===== src/rtl/neocore_pkg.sv =====
// rtl/neocore_pkg.sv - NeoCore decode types, byte offsets and field helpers
package neocore_pkg;

  localparam int INST_BYTES = 13;
  localparam int INST_W     = 8 * INST_BYTES;

  // Byte offsets inside the left-aligned instruction
  localparam int OFF_SPEC = 0;
  localparam int OFF_OP   = 1;
  localparam int OFF_A    = 2;
  localparam int OFF_B    = 3;
  localparam int OFF_C    = 4;

  typedef enum logic [7:0] {
    OP_NOP   = 8'h00, OP_ADD   = 8'h01, OP_SUB = 8'h02, OP_MUL = 8'h03,
    OP_AND   = 8'h04, OP_OR    = 8'h05, OP_XOR = 8'h06, OP_LSH = 8'h07,
    OP_RSH   = 8'h08, OP_MOV   = 8'h09, OP_B   = 8'h0A, OP_BE  = 8'h0B,
    OP_BNE   = 8'h0C, OP_BLT   = 8'h0D, OP_BGT = 8'h0E, OP_BRO = 8'h0F,
    OP_UMULL = 8'h10, OP_SMULL = 8'h11, OP_HLT = 8'h12, OP_PSH = 8'h13,
    OP_POP   = 8'h14, OP_JSR   = 8'h15, OP_RTS = 8'h16
  } opcode_e;

  typedef enum logic [2:0] {
    ITYPE_CTRL = 3'd0, ITYPE_ALU, ITYPE_MOV, ITYPE_BRANCH,
    ITYPE_MUL, ITYPE_STACK, ITYPE_INVALID
  } itype_e;

  typedef enum logic [3:0] {
    ALU_NONE = 4'd0, ALU_ADD, ALU_SUB, ALU_MUL, ALU_AND, ALU_OR, ALU_XOR,
    ALU_LSH, ALU_RSH, ALU_PASS, ALU_UMULL, ALU_SMULL
  } alu_op_e;

  typedef enum logic [1:0] {
    MEM_BYTE = 2'd0, MEM_HALF, MEM_WORD
  } mem_size_e;

  typedef struct packed {
    opcode_e     opcode;
    logic [7:0]  specifier;
    itype_e      itype;
    alu_op_e     alu_op;
    logic [3:0]  rs1;
    logic [3:0]  rs2;
    logic [3:0]  rd;
    logic [3:0]  rd2;
    logic [31:0] imm;
    logic [31:0] mem_addr;
    logic [31:0] br_target;
    logic        rd_we;
    logic        rd2_we;
    logic        mem_read;
    logic        mem_write;
    mem_size_e   mem_size;
    logic        is_branch;
    logic        is_jsr;
    logic        is_rts;
    logic        is_halt;
  } decode_t;

  function automatic logic [7:0] inst_byte(input logic [INST_W-1:0] data, input int n);
    logic [INST_W-1:0] s;
    s = data << (8 * n);
    return s[INST_W-1 -: 8];
  endfunction

  // Big-endian 32-bit field starting at byte n
  function automatic logic [31:0] addr32(input logic [INST_W-1:0] data, input int n);
    logic [INST_W-1:0] s;
    s = data << (8 * n);
    return s[INST_W-1 -: 32];
  endfunction

  function automatic alu_op_e alu_of(input opcode_e op);
    case (op)
      OP_ADD:  return ALU_ADD;
      OP_SUB:  return ALU_SUB;
      OP_MUL:  return ALU_MUL;
      OP_AND:  return ALU_AND;
      OP_OR:   return ALU_OR;
      OP_XOR:  return ALU_XOR;
      OP_LSH:  return ALU_LSH;
      OP_RSH:  return ALU_RSH;
      default: return ALU_NONE;
    endcase
  endfunction

endpackage


===== src/rtl/neocore_decode_comb.sv =====
// rtl/neocore_decode_comb.sv - combinational field extractor (optional DECODE_LEN_CHECK_EN)
module neocore_decode_comb
  import neocore_pkg::*;
(
  input  logic [INST_W-1:0] inst_data,
  input  logic [3:0]        inst_len,
  output decode_t           dec
);

  logic [7:0] b0, b1, b2, b3;
  logic [3:0] arch_len;
  logic       ok;

  assign b0 = inst_byte(inst_data, OFF_SPEC);
  assign b1 = inst_byte(inst_data, OFF_OP);
  assign b2 = inst_byte(inst_data, OFF_A);
  assign b3 = inst_byte(inst_data, OFF_B);

`ifndef DECODE_LEN_CHECK_EN
  logic unused_len;
  assign unused_len = ^inst_len;
`endif

  // Decode opcode/specifier into fields; anything unrecognised collapses to INVALID
  always_comb begin
    dec      = '0;
    ok       = 1'b1;
    arch_len = 4'd0;
    case (opcode_e'(b1))
      OP_NOP, OP_HLT, OP_RTS: begin
        dec.itype   = ITYPE_CTRL;
        dec.is_halt = (b1 == OP_HLT);
        dec.is_rts  = (b1 == OP_RTS);
        arch_len    = 4'd2;
      end
      OP_ADD, OP_SUB, OP_MUL, OP_AND, OP_OR, OP_XOR, OP_LSH, OP_RSH: begin
        dec.itype  = ITYPE_ALU;
        dec.alu_op = alu_of(opcode_e'(b1));
        dec.rd     = b2[3:0];
        dec.rd_we  = 1'b1;
        case (b0)
          8'h00: begin
            dec.rs1  = b2[3:0];
            dec.imm  = {16'h0, b3, inst_byte(inst_data, OFF_C)};
            arch_len = 4'd5;
          end
          8'h01: begin
            dec.rs1  = b3[3:0];
            dec.rs2  = b2[3:0];
            arch_len = 4'd4;
          end
          8'h02: begin
            dec.rs1      = b2[3:0];
            dec.mem_addr = addr32(inst_data, OFF_B);
            dec.mem_read = 1'b1;
            dec.mem_size = MEM_WORD;
            arch_len     = 4'd7;
          end
          default: ok = 1'b0;
        endcase
      end
      OP_MOV: begin
        dec.itype  = ITYPE_MOV;
        dec.alu_op = ALU_PASS;
        dec.rd     = b2[3:0];
        arch_len   = 4'd7;
        case (b0)
          8'h00: begin
            dec.imm   = {16'h0, b3, inst_byte(inst_data, OFF_C)};
            dec.rd_we = 1'b1;
            arch_len  = 4'd5;
          end
          8'h01: begin
            dec.rs1   = b3[3:0];
            dec.rd_we = 1'b1;
            arch_len  = 4'd4;
          end
          8'h02, 8'h03, 8'h04: begin
            dec.mem_addr = addr32(inst_data, OFF_B);
            dec.mem_read = 1'b1;
            dec.rd_we    = 1'b1;
            dec.mem_size = (b0 == 8'h02) ? MEM_BYTE : (b0 == 8'h03) ? MEM_HALF : MEM_WORD;
          end
          8'h05, 8'h06, 8'h07: begin
            dec.mem_addr  = addr32(inst_data, OFF_B);
            dec.rs1       = b2[3:0];
            dec.mem_write = 1'b1;
            dec.mem_size  = (b0 == 8'h05) ? MEM_BYTE : (b0 == 8'h06) ? MEM_HALF : MEM_WORD;
          end
          default: ok = 1'b0;
        endcase
      end
      OP_B, OP_BRO: begin
        dec.itype     = ITYPE_BRANCH;
        dec.br_target = addr32(inst_data, OFF_A);
        dec.is_branch = 1'b1;
        arch_len      = 4'd6;
      end
      OP_BE, OP_BNE, OP_BLT, OP_BGT: begin
        dec.itype     = ITYPE_BRANCH;
        dec.rs1       = b2[3:0];
        dec.rs2       = b3[3:0];
        dec.br_target = addr32(inst_data, OFF_C);
        dec.is_branch = 1'b1;
        arch_len      = 4'd8;
      end
      OP_UMULL, OP_SMULL: begin
        dec.itype  = ITYPE_MUL;
        dec.alu_op = (b1 == OP_UMULL) ? ALU_UMULL : ALU_SMULL;
        dec.rd     = b2[3:0];
        dec.rd2    = b3[3:0];
        dec.rs1    = b2[3:0];
        dec.rs2    = inst_byte(inst_data, OFF_C) & 8'h0F;
        dec.rd_we  = 1'b1;
        dec.rd2_we = 1'b1;
        arch_len   = 4'd5;
      end
      OP_PSH: begin
        dec.itype = ITYPE_STACK;
        dec.rs1   = b2[3:0];
        arch_len  = 4'd3;
      end
      OP_POP: begin
        dec.itype = ITYPE_STACK;
        dec.rd    = b2[3:0];
        dec.rd_we = 1'b1;
        arch_len  = 4'd3;
      end
      OP_JSR: begin
        dec.itype     = ITYPE_CTRL;
        dec.br_target = addr32(inst_data, OFF_A);
        dec.is_jsr    = 1'b1;
        arch_len      = 4'd6;
      end
      default: ok = 1'b0;
    endcase
`ifdef DECODE_LEN_CHECK_EN
    if (inst_len != arch_len) ok = 1'b0;
`endif
    if (!ok) begin
      dec       = '0;
      dec.itype = ITYPE_INVALID;
    end
    dec.opcode    = opcode_e'(b1);
    dec.specifier = b0;
  end

endmodule


===== src/rtl/neocore_decode_unit.sv =====
// rtl/neocore_decode_unit.sv - registered NeoCore decoder (optional DECODE_LEN_CHECK_EN)
module neocore_decode_unit
  import neocore_pkg::*;
(
  input  logic              clk,
  input  logic              rst,
  input  logic [INST_W-1:0] inst_data,
  input  logic [3:0]        inst_len,
  input  logic [31:0]       pc,
  input  logic              valid_in,
  output logic              valid_out,
  output opcode_e           opcode,
  output logic [7:0]        specifier,
  output itype_e            itype,
  output alu_op_e           alu_op,
  output logic [3:0]        rs1_addr,
  output logic [3:0]        rs2_addr,
  output logic [3:0]        rd_addr,
  output logic [3:0]        rd2_addr,
  output logic [31:0]       immediate,
  output logic [31:0]       mem_addr,
  output logic [31:0]       branch_target,
  output logic              rd_we,
  output logic              rd2_we,
  output logic              mem_read,
  output logic              mem_write,
  output mem_size_e         mem_size,
  output logic              is_branch,
  output logic              is_jsr,
  output logic              is_rts,
  output logic              is_halt
);

  decode_t dec;
  decode_t q;
  logic    valid_q;
  logic    unused_pc;

  assign unused_pc = ^pc;

  neocore_decode_comb u_comb (
    .inst_data (inst_data),
    .inst_len  (inst_len),
    .dec       (dec)
  );

  // Pipeline register; bubbles load all-zero so idle outputs are deterministic
  always_ff @(posedge clk or negedge rst) begin
    if (!rst) begin
      valid_q <= 1'b0;
      q       <= '0;
    end else begin
      valid_q <= valid_in;
      q       <= valid_in ? dec : '0;
    end
  end

  assign valid_out     = valid_q;
  assign opcode        = q.opcode;
  assign specifier     = q.specifier;
  assign itype         = q.itype;
  assign alu_op        = q.alu_op;
  assign rs1_addr      = q.rs1;
  assign rs2_addr      = q.rs2;
  assign rd_addr       = q.rd;
  assign rd2_addr      = q.rd2;
  assign immediate     = q.imm;
  assign mem_addr      = q.mem_addr;
  assign branch_target = q.br_target;
  assign rd_we         = q.rd_we;
  assign rd2_we        = q.rd2_we;
  assign mem_read      = q.mem_read;
  assign mem_write     = q.mem_write;
  assign mem_size      = q.mem_size;
  assign is_branch     = q.is_branch;
  assign is_jsr        = q.is_jsr;
  assign is_rts        = q.is_rts;
  assign is_halt       = q.is_halt;

endmodule


===== config.mk =====
export PLATFORM = sky130hd
export DESIGN_NAME = neocore_decode_unit
export DESIGN_NICKNAME = d
export VERILOG_FILES = /design/src/rtl/neocore_pkg.sv /design/src/rtl/neocore_decode_comb.sv /design/src/rtl/neocore_decode_unit.sv
export SDC_FILE = /design/constraint.sdc
export NUM_CORES = 1
export LEC_CHECK = 0
export ABC_AREA = 1
export CORE_ASPECT_RATIO = 0.6
export CORE_MARGIN = 2
export CORE_UTILIZATION = 36
export DETAILED_ROUTE_END_ITERATION = 7
export GPL_TIMING_DRIVEN = 1
export PLACE_DENSITY = 0.77
export SETUP_SLACK_MARGIN = 0.3
export SYNTH_ARGS = -nofsm -noshare
export SYNTH_HDL_FRONTEND = slang
export SYNTH_SLANG_ARGS = --single-unit

===== constraint.sdc =====
create_clock -name clk -period 0.8 [get_ports clk]
set_input_delay 0.12 -clock clk [delete_from_list [all_inputs] [get_ports clk]]
set_output_delay 0.12 -clock clk [all_outputs]
set_load 0.03 [all_outputs]

==> CHANGELOG.md, run 1 <==
### Physical design

* Non-Filler Instances at around 1,200
* Clock Sinks at about 130
* Max Cap Viol at 0
* CTS Buf Count at 17
* WP data required at around 1.1 ns
* Post-route ant nets at 0
* Syn Inst Count at between 600 and 700
* Vias per cell at approximately 5.0
* Hold slack at -0.484 ns
* Pwr Density at ~1600 nW/um2
* Critical Path AT at between 1.5 and 2 ns
* Initial antenna violation count at 0
* IO buf count at a little under 200
* # setup viols final at between 200 and 250
* DIE AREA at 16,200 um2
* Outcome: finished with violations
* Mapped cell area at 5470 um2
* Via count at ~6,000
* Final Hold Viols at between 100 and 150
* Final worst slack at -0.582 ns
* Total Power at 0.0180 W
* Failing checks: hold timing, setup timing
* # Cells Yosys at about 640
* Crit. End Element: register
* RSZ-0062 raised after global routing: true
* Layout area overhead at 112%
* Post-synth area from yosys stat at 5470 um2
* Lkg Pwr at ~5.4 nW
## run 1: metrics by stage
step	worst slack (ns)	instance area, um2
4_1_cts	-0.332	11000
3_3_place_gp	-1.26	8800
2_1_floorplan	-0.465	5900
5_1_grt	-0.616	11600
6_report	-0.582	11600
3_5_place_dp	-1.26	8800
## run 1: layout by cell type, fill, tap and decap left out, types with 2 or more instances in the layout
cell / n
a21oi_1: 7
a21oi_2: 31
buf_12: 52
buf_16: 5
buf_2: 6
buf_4: 108
buf_6: 130
buf_8: 5
bufinv_16: 5
clkbuf_1: 2
clkbuf_16: 18
clkdlybuf4s50_1: 48
clkinv_2: 4
clkinv_4: 2
conb_1: 16
dfrtp_2: 129
inv_1: 61
inv_12: 2
inv_2: 7
inv_4: 5
inv_6: 3
inv_8: 2
nand2_1: 105
nand2_2: 38
nand2_4: 30
nand2_8: 11
nand3_1: 11
nand3_2: 8
nand3_4: 5
nor2_1: 46
nor2_2: 39
nor2_4: 42
nor3_1: 4
o211ai_1: 6
o21ai_1: 2
## run 1: area by class of cell
class | instances | area, um2
repair buffers | 358 | 4090
flip-flops and latches | 130 | 3410
clock inverters | 13 | 208
clock buffers | 19 | 433
multi-input cells | 407 | 2830
fillers | 824 | 3100
repair inverters | 1 | 16.3
well taps | 198 | 248
inverters | 78 | 339
## run 1: final timing paths
path,startpoint,endpoint,slack (ns)
max in group asynchronous,rst,mem_addr[31],0.80
min in group clk,inst_data[92],opcode[4],-0.08
max,inst_data[89],mem_addr[23],-0.58
min,rst,branch_target[3],-0.48
## run 1: metal layers
layer	up-vias	wire, um	track usage
li1	2630	-	-
met2	407	11400	0.471
met4	0	708	0.108
met1	2920	10100	0.392
met5	-	0	0
met3	71	2650	0.0922
## run 1: critical path, cell delays in order
cell and delay, ns:
buf_12 0.11, buf_6 0.12, nor2_4 0.20, nand2_4 0.10
nor2_4 0.19, inv_4 0.08, nor2_4 0.16, nor2_4 0.08
nand2_8 0.11, buf_12 0.13, buf_8 0.14, nand2_4 0.06
nor2_2 0.12
## run 1: timing repair
action | in CTS | in global routing
resized | 380 | 112
cloned | 9 | 2
endpoints found under the setup margin | 260 | 243
pin swaps | 69 | 31
setup buffers | 41 | 7
hold endpoints to repair | 135 | 136
## run 1: where the power goes
group          switching (W)  leakage, nW  internal [W]
sequential         0.0000659         1.58       0.00669
combinational        0.00145         3.51       0.00117
clock                0.00306        0.312       0.00555
## run 1: sequential cells by signal, summed over array words and instances, names as in the netlist, 2 cells and up
register	cells
branch_target	32
mem_addr	32
immediate	16
opcode	8
specifier	8
alu_op	4
rd2_addr	4
rd_addr	4
rs1_addr	4
rs2_addr	4
itype	3
mem_size	2
## run 1: cell families (layout without fill, tap and decap cells)
kind of cell | count (synthesis) | after routing | share of synthesized area
flops | 130 | 130 | 0.595
compound gates | 50 | 50 | 0.0512
simple gates | 339 | 341 | 0.254
buf+inv | 115 | 469 | 0.0993
other cells | 1 | 16 | 0.000686
**Run 1: congestion heat map**

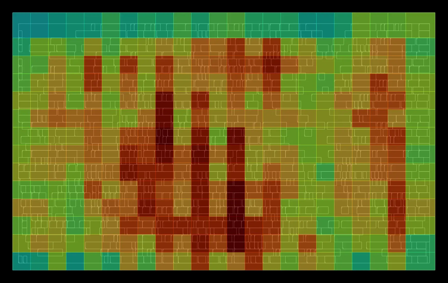
met2 GRT Util: 0.471
Final Util: 0.789
met1 GRT Util: 0.392
met3 GRT Util: 0.0922

**Run 1: register map, names as in the netlist**

Other sequential cells in the stronger gray, the rest of the logic in the fainter gray.
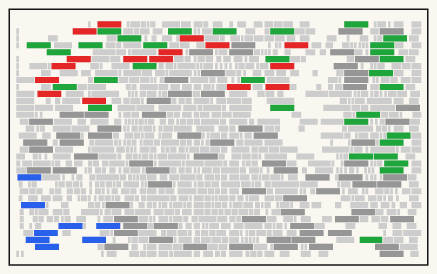
[`immediate`] red | sequential cells: 16
[`mem_addr`] green | sequential cells: 32
[`specifier`] blue | sequential cells: 8 | where: lower left
not colored: 74
sequential cell area: 3410 um2
seq pwr: 0.00676 W
sequential cell area share: 0.295

**Run 1: placement by cell class**

Scale bar: 50 um.
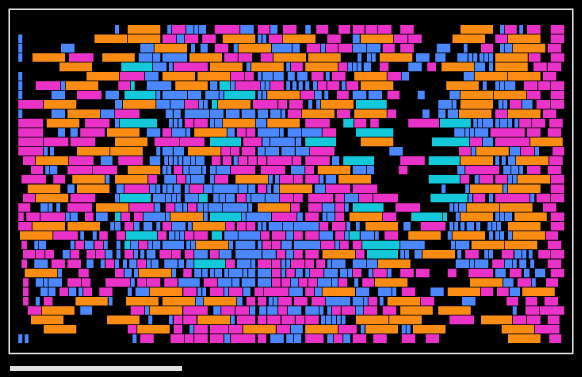
[other buffers and delay cells] magenta | cells: 358 | share of their area: 36%
[all other logic] blue | cells: 486 | share of their area: 28%
[flip-flops] orange | cells: 130 | share of their area: 30%
[clock drivers and dummy loads] cyan | cells: 32 | share of their area: 5.7%

**Run 1: floorplan with the power grid**

Pins as bars on the die edge. Tap cells in gray.
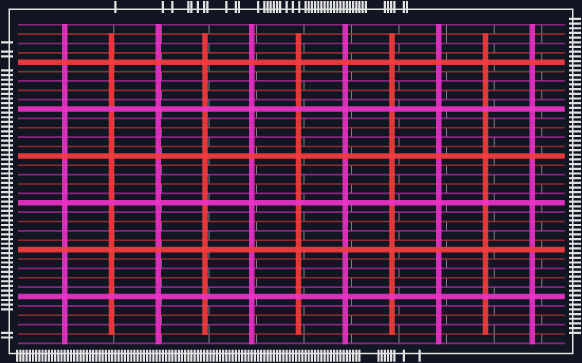
[VSS] magenta
[VDD] red
signal pins: 289
rows: 34
die span in y: 99.5 um
core region area: 14,700 um2
Die X-Extent: 163 um
Max VDD drop: 1.36 mV

**Run 1: clock network drawn from the DEF**

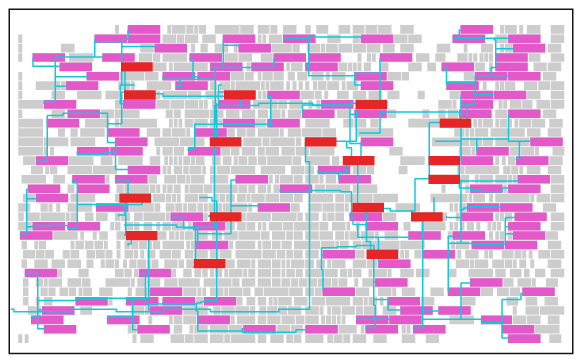

## Run 2: what changed since run 1
--- a/config.mk
+++ b/config.mk
@@ -14,2 +14,3 @@
 export PLACE_DENSITY = 0.77
+export REMOVE_ABC_BUFFERS = 1
 export SETUP_SLACK_MARGIN = 0.3
==> constraint.sdc (replaced) <==
create_clock -name clk -period 0.8 [get_ports clk]
set_input_delay 0.16 -clock clk [delete_from_list [all_inputs] [get_ports clk]]
set_output_delay 0.16 -clock clk [all_outputs]
set_load 0.03 [all_outputs]
**Run 2: clock network drawn from the DEF**

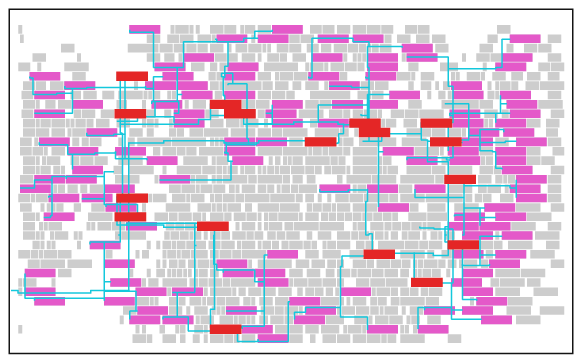
[clock wires] cyan | length: 1,810 um
[cells driving clock nets] red | count: 17
[flip-flops] magenta | count: 130
flops lie: widely spread
Clock Power: 0.00844 W
Clk pwr share: 0.476

==> CHANGELOG.md, run 2 <==
### Physical design

* Outcome: finished with violations
* Failing checks: hold timing, setup timing
* Max Cap Viol at 0 (unchanged)
* Post-synth area from yosys stat at 5470 um2 (unchanged)
* Crit. End Element: register
* Final worst slack at -0.474 ns (+0.107 ns)
* Critical Path AT at 1.62 ns (-0.10 ns)
* Lkg Pwr at 5.65 nW (+4.7%)
* Critical path cell sequence: buf_6 -> buf_6 -> nor2_4 -> inv_1 -> nor2_4 -> nand2_2 -> o211ai_4 -> buf_12 -> buf_12 -> clkbuf_16 -> nand2_4 -> a21oi_2
* Clock Sinks at 130 (unchanged)
* Hold slack at -0.389 ns (+0.0950 ns)
* Die span in y at 99.5 um (unchanged)
* Top cells excl fill/tap: dfrtp_1 (130), buf_6 (122), nand2_1 (87)
* Pwr Density at 1550 nW/um2 (about the same)
* Layout area overhead at 109%
* Final Hold Viols at 135 (+0.75%)
* Met2 GRT Util at 0.422 (-0.0486)
* WP buf/inv at 6 (+1)
* Family with the most delay on the worst path: buffers and inverters
* CTS Buf Count at 17 (unchanged)
* Met1 GRT Util at 0.351 (-0.0419)
* Syn Inst Count at 635 (unchanged)
* RSZ-0062 raised after global routing: true
* IO buf count at 196 (unchanged)
* Fillers at 859 (+4.2%)
* Via count at 5,846 (-3.0%)
* Met3 GRT Util at 0.103 (+0.0113)
* Most frequent logic cell in the layout: dfrtp_1
* Max incr delay on CP at 0.16 ns (-0.04 ns)
* # setup viols final at 242 (unchanged)
* Crit path max-delay cell type: nor2_4
**Run 2: floorplan with the power grid**

Pins as bars on the die edge. Tap cells in gray.
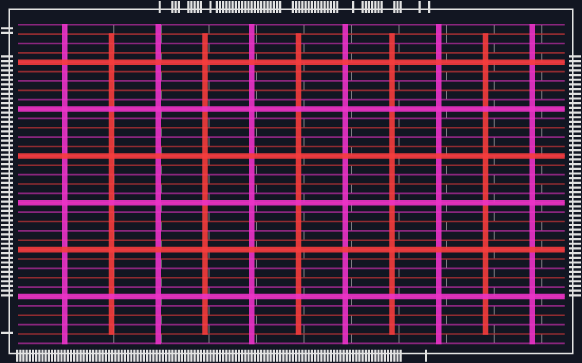
[VDD] red
[VSS] magenta
met1 rails: 35
met5 straps: 6
signal pins: 289
tap cells: 198

## run 2: cell types whose count changed in the layout (fill, tap and decap cells not counted), moves of 4 or more
cell,previous run,this run
buf_12,52,57
buf_4,108,81
buf_6,130,122
dfrtp_1,1,130
dfrtp_2,129,0
inv_4,5,9
nand2_1,105,87
nand2_4,30,48
## run 2: final cells by class
type                            instances  area (um2)  area share
Inverter                               78         333      0.0292
Multi-Input combinational cell        408        2960       0.259
Clock buffer                           18         429      0.0376
Sequential cell                       130        3250       0.285
Clock inverter                         14         201      0.0177
Timing Repair Buffer                  333        3990       0.349
Tap cell                              198         248      0.0217
## run 2: kinds of logic after synthesis
kind of cell | after synthesis | share of synthesized area
compound gates | 50 | 0.0512
buf+inv | 115 | 0.0993
flops | 130 | 0.595
other cells | 1 | 0.000686
simple gates | 339 | 0.254
## run 2: stage by stage
step	hold slack, ns	setup WS (ns)	instance area (um2)	utilization	setup TNS (ns)
after floorplan	-0.136	-0.900	5280	-	-73.17
after global placement	0.0425	-1.40	8460	0.576	-154.42
after detailed placement	0.0414	-1.42	8460	0.576	-153.14
after CTS	-0.401	-0.383	10800	0.735	-76.22
after global routing	-0.392	-0.519	11400	0.777	-93.07
final	-0.389	-0.474	11400	0.777	-83.88
## run 2: path summary, 6_finish.rpt
| kind | startpoint | endpoint | cells past startpoint |
|---|---|---|---|
| hold / removal | rst | opcode[2] | 1 |
| setup / recovery | inst_data[90] | branch_target[7] | 12 |
| min in group clk | inst_data[95] | opcode[7] | 3 |
| max in group asynchronous | rst | immediate[12] | 2 |
## run 2: power by group
part	total (W)	internal [W]	switching, W
registers	0.00674	0.00668	0.0000631
clock network	0.00844	0.00527	0.00317
logic	0.00254	0.00110	0.00144
## run 2: metal layers
metal / share of wire / wire (um) / vias to the layer above
li1: - / - / 2585
met1: 0.41 / 9640 / 2917
met2: 0.47 / 11200 / 304
met3: 0.096 / 2260 / 40
met4: 0.022 / 518 / 0
met5: 0 / 0 / -
## run 2: timing repair
item                       in CTS  in global routing
hold endpoints to repair      134                133
setup buffers                  32                  5
cloned                         10                  1
setup endpoints to repair     260                243
gates resized                 411                154
pin swaps                      65                 84
**Run 2: congestion heat map**

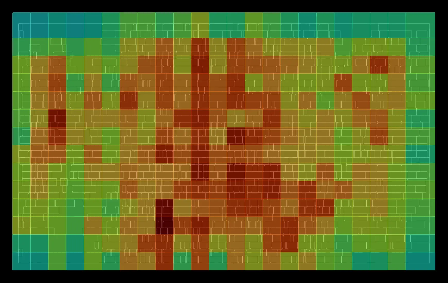

## Run 3: what changed since run 2
==> constraint.sdc (replaced) <==
create_clock -name clk -period 0.8 [get_ports clk]
set_input_delay 0.2 -clock clk [delete_from_list [all_inputs] [get_ports clk]]
set_output_delay 0.2 -clock clk [all_outputs]
set_load 0.03 [all_outputs]
**Run 3: congestion heat map**

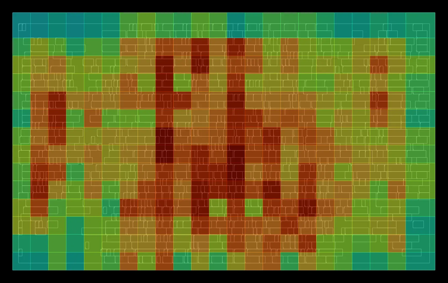
Final Util: 0.771
GRT busiest layer: met2
met3 GRT Util: 0.0755
routed length per instance: 20.3 um
total track usage: 0.255

==> CHANGELOG.md, run 3 <==
### Physical design

* Top cells excl fill/tap: dfrtp_1 (130), buf_6 (123), nand2_1 (90)
* Final instance area at 11,300 um2 (-0.78%)
* Failing checks: hold timing, setup timing
* Part of the power in combinational logic at 0.149 (+0.005)
* Final Hold Viols at 132 (-2.2%)
* Final worst slack at -0.669 ns (-0.195 ns)
* Max incr delay on CP at 0.30 ns (+0.14 ns)
* CTS Buf Count at 17 (unchanged)
* Met2 WL at 11,500 um (+2.6%)
* Outcome: finished with violations
* Hold slack at -0.381 ns (+0.00752 ns)
* Clock Sinks at 130 (unchanged)
* Sw Ratio at 0.278 (+0.0146)
* IO buf count at 196 (unchanged)
* Max Cap Viol at 0 (unchanged)
* Die span in y at 99.5 um (unchanged)
* Switching power total at 0.00481 W (+3.0%)
* # setup viols final at 242 (unchanged)
* Pre-CTS worst setup slack at -1.43 ns (-0.00833 ns)
* Detailed-routed wire length on met3 at 2380 um (+5.5%)
* Most frequent logic cell in the layout: dfrtp_1
**Run 3: floorplan with the power grid**

Pins as bars on the die edge. Tap cells in gray.
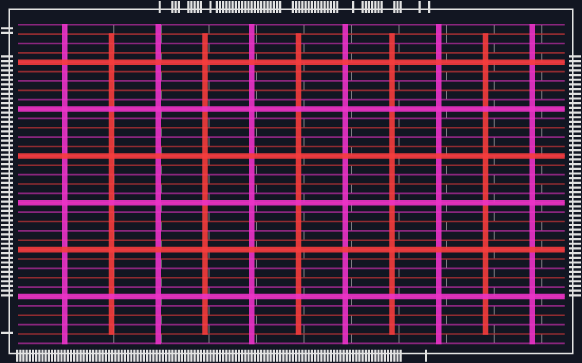
[VDD] red
[VSS] magenta
signal pins: 289
rows: 34
met1 rails: 35
met4 straps: 11

==> run 3: cell types whose count changed in the layout (fill, tap and decap cells not counted), sizes merged, moves of 2 or more <==
cell           previous run  this run
buf                     277       275
clkdlybuf4s15             2         5
nand2                   185       183
clkinvlp                  2         4
bufinv                    4         2
==> run 3: per-layer routing <==
metal,global-route usage,vias to the layer above
li1,-,2570
met1,0.343,2899
met2,0.404,360
met3,0.0755,68
met4,0.0742,0
met5,0,-
==> run 3: logic make-up (layout without fill, tap and decap cells) <==
logic type	Yosys count	after routing	share of synthesized area
DFF	130	130	0.595
AOI/OAI and AO/OA	50	50	0.0512
other	1	17	0.000686
and+or+nand+nor	339	340	0.254
buffers and inverters	115	444	0.0993
==> run 3: final cells by class <==
cell class	count	area, um2	area share
well taps	198	248	0.0219
flip-flops and latches	130	3250	0.287
repair buffers	334	4030	0.356
clock buffers	17	425	0.0376
multi-input cells	406	2870	0.253
diodes	1	2.50	0.000221
clock inverters	15	171	0.0151
inverters	78	322	0.0284
==> run 3: worst max path at each step <==
stage                        startpoint                end  cells past startpoint
final                     inst_data[88]  branch_target[16]                     11
after global routing      inst_data[89]       immediate[1]                     14
after CTS                 inst_data[88]   branch_target[2]                     15
after detailed placement  inst_data[89]       mem_addr[22]                     12
after global placement    inst_data[89]           mem_read                     12
after floorplan           inst_data[95]       mem_addr[16]                      9
==> run 3: power by group through the flow <==
stage                     combinational, W  clock, W  sequential (W)
after floorplan                   0.000406         0         0.00703
after global placement             0.00184         0         0.00684
after detailed placement           0.00186         0         0.00684
after CTS                          0.00221   0.00801         0.00674
after global routing               0.00270   0.00839         0.00674
final                              0.00258   0.00798         0.00674
==> run 3: worst max-delay path, delay by kind of cell <==
kind	cells	cell delay [ns]
AND/OR/NAND/NOR	3	0.38
AND-OR/OR-AND	2	0.50
buffers and inverters	6	0.69
==> run 3: what timing repair did <==
item / 4_1_cts / 5_1_grt
buffers inserted: 26 / 12
hold endpoints to repair: 132 / 131
cloned: 4 / 5
gates resized: 341 / 205
pin swaps: 45 / 64
endpoints found under the setup margin: 260 / 255
==> run 3: through the flow <==
| step | total power, W | TNS, ns | util | cells |
|---|---|---|---|---|
| 2_1_floorplan | 0.00744 | -77.69 | - | 613 |
| 3_3_place_gp | 0.00868 | -157.56 | 0.576 | 1099 |
| 3_5_place_dp | 0.00870 | -155.30 | 0.576 | 1099 |
| 4_1_cts | 0.0169 | -86.79 | 0.710 | 1161 |
| 5_1_grt | 0.0178 | -113.04 | 0.771 | 1179 |
| 6_report | 0.0173 | -103.73 | 0.771 | 1179 |
Power figures rest on the tool's default switching activity, not on a simulated workload.
